$ cat src/rtl/alu_result_stage.sv
// alu_result_stage
//   Execute-to-memory pipeline stage behind the 64-bit carry ALU. It resolves
//   RISC-V conditional branches from the ALU flags when a bundle is captured,
//   and holds bundles in a 2-entry skid buffer (a main register plus a skid
//   register) so that memory-stage backpressure never drops a result.
//
// Optional feature: define ALU_STAGE_STATS_EN to add the stat_taken and
// stat_stall counter ports.
//
// Ports
//   clk, rst_n            rising-edge clock, asynchronous active-low reset
//   in_valid / in_ready   upstream handshake (in_ready depends on state only)
//   in_result             ALU result
//   in_zero/negative/carry ALU flags (carry = 1 means A >= B unsigned for SUB)
//   in_rd, in_reg_write   destination register and writeback enable
//   in_branch, in_funct3  conditional-branch flag and condition code
//   flush                 synchronous kill of all held entries
//   out_valid / out_ready downstream handshake
//   out_result, out_rd, out_reg_write, out_branch_taken, out_illegal
//                         contents of the main register
//   stat_taken, stat_stall (ALU_STAGE_STATS_EN only) 32-bit wrapping counters
//
// State | meaning
// EMPTY | no entry held
// ONE   | main register holds the oldest entry, skid register unused
// FULL  | main holds the oldest entry, skid holds the next one

module alu_result_stage #(
  parameter int WIDTH = 64
) (
  input  logic             clk,
  input  logic             rst_n,
  input  logic             in_valid,
  output logic             in_ready,
  input  logic [WIDTH-1:0] in_result,
  input  logic             in_zero,
  input  logic             in_negative,
  input  logic             in_carry,
  input  logic [4:0]       in_rd,
  input  logic             in_reg_write,
  input  logic             in_branch,
  input  logic [2:0]       in_funct3,
  input  logic             flush,
  output logic             out_valid,
  input  logic             out_ready,
  output logic [WIDTH-1:0] out_result,
  output logic [4:0]       out_rd,
  output logic             out_reg_write,
  output logic             out_branch_taken,
  output logic             out_illegal
`ifdef ALU_STAGE_STATS_EN
  ,
  output logic [31:0]      stat_taken,
  output logic [31:0]      stat_stall
`endif
);

  typedef enum logic [1:0] {EMPTY, ONE, FULL} state_t;

  state_t state, state_next;

  logic             cap_taken, cap_illegal, cap_reg_write;
  logic             accept;
  logic             load_main_in, load_main_skid, load_skid;

  logic [WIDTH-1:0] skid_result;
  logic [4:0]       skid_rd;
  logic             skid_reg_write, skid_taken, skid_illegal;

  always_comb begin
    cap_taken   = 1'b0;
    cap_illegal = 1'b0;
    if (in_branch) begin
      case (in_funct3)
        3'b000:  cap_taken = in_zero;
        3'b001:  cap_taken = ~in_zero;
        3'b100:  cap_taken = in_negative;
        3'b101:  cap_taken = ~in_negative;
        3'b110:  cap_taken = ~in_carry;
        3'b111:  cap_taken = in_carry;
        default: cap_illegal = 1'b1;
      endcase
    end
  end

  // An illegal branch must never write back.
  assign cap_reg_write = in_reg_write & ~cap_illegal;

  assign in_ready  = (state != FULL);
  assign out_valid = (state != EMPTY);
  assign accept    = in_valid & in_ready;

  always_ff @(posedge clk or negedge rst_n) begin
    if (!rst_n) state <= EMPTY;
    else        state <= state_next;
  end

  always_comb begin
    state_next     = state;
    load_main_in   = 1'b0;
    load_main_skid = 1'b0;
    load_skid      = 1'b0;
    if (flush) begin
      state_next = EMPTY;
    end else begin
      case (state)
        EMPTY: begin
          if (accept) begin
            load_main_in = 1'b1;
            state_next   = ONE;
          end
        end
        ONE: begin
          if (accept && !out_ready) begin
            load_skid  = 1'b1;
            state_next = FULL;
          end else if (accept && out_ready) begin
            load_main_in = 1'b1;
          end else if (out_ready) begin
            state_next = EMPTY;
          end
        end
        FULL: begin
          if (out_ready) begin
            load_main_skid = 1'b1;
            state_next     = ONE;
          end
        end
        default: state_next = EMPTY;
      endcase
    end
  end

  // The main register drives the outputs directly; it keeps its last value
  // while empty or flushed.
  always_ff @(posedge clk or negedge rst_n) begin
    if (!rst_n) begin
      out_result       <= '0;
      out_rd           <= '0;
      out_reg_write    <= 1'b0;
      out_branch_taken <= 1'b0;
      out_illegal      <= 1'b0;
    end else if (load_main_in) begin
      out_result       <= in_result;
      out_rd           <= in_rd;
      out_reg_write    <= cap_reg_write;
      out_branch_taken <= cap_taken;
      out_illegal      <= cap_illegal;
    end else if (load_main_skid) begin
      out_result       <= skid_result;
      out_rd           <= skid_rd;
      out_reg_write    <= skid_reg_write;
      out_branch_taken <= skid_taken;
      out_illegal      <= skid_illegal;
    end
  end

  always_ff @(posedge clk or negedge rst_n) begin
    if (!rst_n) begin
      skid_result    <= '0;
      skid_rd        <= '0;
      skid_reg_write <= 1'b0;
      skid_taken     <= 1'b0;
      skid_illegal   <= 1'b0;
    end else if (load_skid) begin
      skid_result    <= in_result;
      skid_rd        <= in_rd;
      skid_reg_write <= cap_reg_write;
      skid_taken     <= cap_taken;
      skid_illegal   <= cap_illegal;
    end
  end

`ifdef ALU_STAGE_STATS_EN
  // Counters survive flush; only reset clears them.
  always_ff @(posedge clk or negedge rst_n) begin
    if (!rst_n) begin
      stat_taken <= '0;
      stat_stall <= '0;
    end else begin
      if (out_valid && out_ready && out_branch_taken) stat_taken <= stat_taken + 32'd1;
      if (out_valid && !out_ready)                    stat_stall <= stat_stall + 32'd1;
    end
  end
`endif

endmodule

$ cat config.mk
export PLATFORM = sky130hd
export DESIGN_NAME = alu_result_stage
export DESIGN_NICKNAME = d
export VERILOG_FILES = /design/src/rtl/alu_result_stage.sv
export SDC_FILE = /design/constraint.sdc
export NUM_CORES = 1
export LEC_CHECK = 0
export CELL_PAD_IN_SITES_DETAIL_PLACEMENT = 1
export CELL_PAD_IN_SITES_GLOBAL_PLACEMENT = 1
export CORE_ASPECT_RATIO = 1.2
export CORE_MARGIN = 4
export CORE_UTILIZATION = 42
export CTS_CLUSTER_SIZE = 25
export DETAILED_ROUTE_END_ITERATION = 6
export HOLD_SLACK_MARGIN = 0.06
export PLACE_DENSITY_LB_ADDON = 0.1
export SYNTH_ARGS = -nofsm -noshare
export SYNTH_HDL_FRONTEND = slang
export SYNTH_SLANG_ARGS = --single-unit
$ cat constraint.sdc
create_clock -name clk -period 2.23 [get_ports clk]
set_input_delay 0.223 -clock clk [delete_from_list [all_inputs] [get_ports clk]]
set_output_delay 0.223 -clock clk [all_outputs]
set_load 0.05 [all_outputs]
Cell placement:
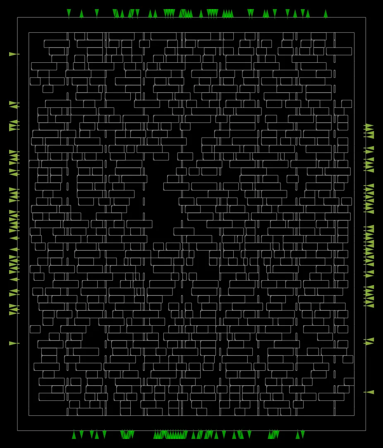
Core ar.: 0.0163 mm²
Seq/total area: 39.0%
FILL cells: 1554
Core Util, Final: 57.3%

Placement by cell class:
Fill, decap, tap and diode cells in gray.
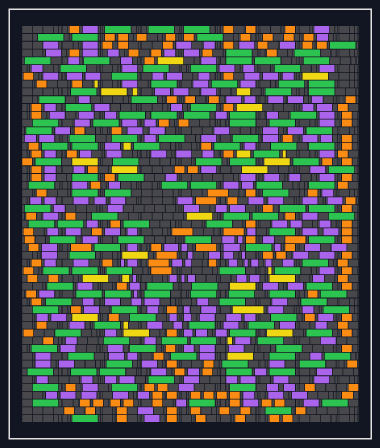
[yellow] clock drivers and dummy loads | cells: 28 | share of their area: 5.8%
[purple] all other logic | cells: 245 | share of their area: 35%
[green] flip-flops | cells: 146 | share of their area: 40%
[orange] other buffers and delay cells | cells: 167 | share of their area: 19%

==> impl_metrics.tcl <==
# metrics dict for downstream scripts
set metrics [dict create \
    fin_nets 659 \
    grt_first_pass_wirelength_mm 26.3 \
    cts_max_level 4 \
    ys_top_cells_by_area "dfrtp_1 52%, mux2_4 29%, mux2_2 8.0%" \
    rows 51 \
    grt_remaining_overflow 0 \
    cts_resized 0 \
    crit_slowest_cell "clkdlybuf4s50_1" \
    grt_antenna_before_repair 0 \
    seqPwrFrac_pct 39.1 \
    leakage_nw 4.26 \
    fin_crit_ns 2.11 \
    relSlewSlack_pct 62.2 \
    insertion_delay_ns 0.42 \
    cap_violations 0 \
    numCtsBuffers 17 \
    edf_count 0 \
    yosys.area.top_type "dfrtp_1" \
    grt_util_all_layers_pct 17.9 \
    async_reset_ff_share_pct 100 \
    die_area_mm2 0.0189 \
    synth_cells 414 \
    cp_num_cells 2 \
    synth_area_mm2 0.00702 \
    total_power_w 0.00940 \
    ys.flops 146 \
    comb_power_share_pct 33.1 \
    reg2reg_from "state[0]" \
    syn_avg_cell_area_um2 17.0 \
    p_sw_share_pct 31.7 \
    wl_per_cell_um 20.3 \
    rr_worst_depth 4 \
    p_per_area_mw_per_mm2 1000 \
    yosys_warnings 0 \
    dp.cells 769 \
    grt_pass1_vias 4778 \
    vias_per_cell 5.07 \
    setup_viol 0 \
    setup_tns_ns 0 \
    path_clk_slew_ns 0.06 \
    path_cells "or2_2, clkdlybuf4s50_1" \
    post-route-drc-count 0 \
    ff_type "dfrtp_1" \
    crit_arrival_ns 1.89 \
    yosys_area_mm2 0.00702 \
    synth_dominant_cell_count "dfrtp_1" \
    stage_log_warnings 26 \
    final_cell_mix "154 x clkdlybuf4s50_1, 146 x dfrtp_1, 134 x mux2_4, 50 x mux2_2, 23 x mux2_1" \
    clkSinkCount 146 \
    worstPathMaxFanout 7 \
    startpoint "state[1]" \
    fp.dieH_um 150 \
    p_int_w 0.00642 \
    fmaxAchievable_ghz 0.474 \
    vias 4045 \
    ys_seq_share_pct 52.0 \
    reg2reg_to "out_result[21]" \
    worst-path-buf-inv 1 \
    fp_util_pct 43.0 \
    fin_cells 798 \
    ir_drop_v 0.000512 \
    period_used_pct 94.7 \
    endpoint_kind "primary output" \
    grt_max_degree 57 \
    finClkSkew_ns 0.00622 \
    cts-root-buf "clkbuf_16" \
    routabilityCongestion 0.740 \
    drive_above_1_share_pct 39.2 \
    crit_path_start_kind "flop" \
    port_buffers 155 \
    crit_path_max_incr_delay_ns 0.72 \
    rsz0062_at_grt "false" \
    die_x_um 126 \
    critical_path.top_delay_family "buffers and inverters" \
    drt_pass1_iterations 4 \
    hp-class "input port to asynchronous set/reset pin" \
    critical_path.endpoint "out_valid" \
    clock_power_share_pct 27.9 \
    dp_hpwl_mm 10.8 \
    critPathKind "flop to primary output" \
    synth_cell_type_count 29 \
    cts_tree "yes" \
    tightest_slew_ns 0.565 \
    diodes 0 \
    r2r_slack_ns 0.39 \
    top_cells_by_count "146 x dfrtp_1, 134 x mux2_4, 50 x mux2_2" \
    status "finished clean" \
    synth_top_area_share_pct 52.0 \
    syn_to_final_growth_pct 33.2 \
    maxSlewViolCount 0 \
    io_pins 156 \
    drtIter0Drc 184 \
    worstPathRequired_ns 2.01 \
    drt_wl_total_mm 16.2 \
    hold_viol 0 \
    p_sw_w 0.00298 \
    cts_max_path_buffers 2 \
    ys_cells 414 \
    syn-num-nets 496 \
    ant_nets 0 \
    lay_top_count "clkdlybuf4s50_1" \
]
Port wiring:
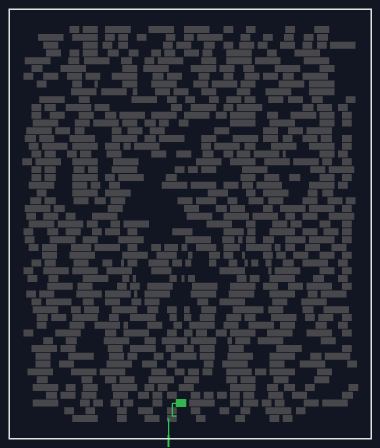
[green] `in_zero` | bits: 1 | direction: input | end cells: 1 | buffers: 1 | wire: 13.9 µm

Met3 routing:
The bar under the picture is 50 µm long.
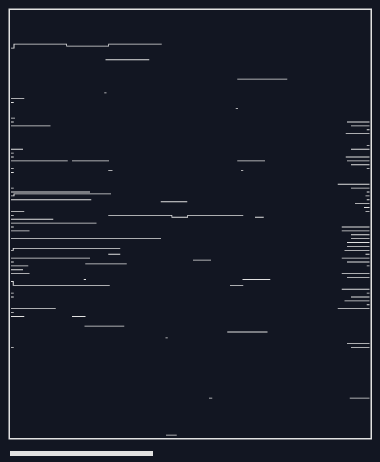
nets with wire on the layer: 81
wire length on this layer: 860 µm

-- cell type report --
class / instances / area [µm²]
flip-flops and latches: 146 / 3650
well taps: 212 / 265
clock inverters: 6 / 60.1
repair buffers: 167 / 1770
inverters: 2 / 7.51
fillers: 1554 / 6980
multi-input cells: 243 / 3140
clock buffers: 22 / 464
-- what timing repair did --
action	4_1_cts	5_1_grt
hold endpoints to repair	44	0
hold buffers	1	0
buffers inserted	0	0
-- state kept, by name, indices dropped and copies added (netlist names), 2 cells and up --
signal,count
state,2
skid_rd,5
skid_result,64
out_result,64
out_rd,5
-- stage by stage --
step           instance area, µm²  setup slack, ns  utilization, %  hold WS [ns]
4_1_cts                      9360           0.0890            57.3         0.310
3_5_place_dp                 8820           0.0424            54.0         0.201
2_1_floorplan                7020            0.575               -       -0.0726
5_1_grt                      9360           0.0613            57.3         0.335
6_report                     9360            0.119            57.3         0.301
3_3_place_gp                 8820            0.103            54.0         0.184
-- layer usage --
metal	track usage, %	up-vias	part of all wire (%)
li1	-	1807	-
met1	21.9	2112	42
met2	30.2	105	51
met3	5.32	21	5.3
met4	6.06	0	1.6
met5	0	-	0
-- kinds of logic after synthesis --
logic type | share of synthesized area (%)
buffers and inverters | 3.53
flip-flops | 52.0
AND-OR/OR-AND | 0.695
multiplexers | 41.8
AND/OR/NAND/NOR | 1.85
XOR/XNOR | 0.125
-- power groups by stage --
stage | clock [W] | combinational [W] | sequential [W]
2_1_floorplan | 0 | 0.00119 | 0.00457
3_3_place_gp | 0 | 0.00305 | 0.00366
3_5_place_dp | 0 | 0.00313 | 0.00371
4_1_cts | 0.00269 | 0.00315 | 0.00368
5_1_grt | 0.00282 | 0.00327 | 0.00376
6_report | 0.00262 | 0.00311 | 0.00367
Power figures rest on the tool's default switching activity, not on a simulated workload.
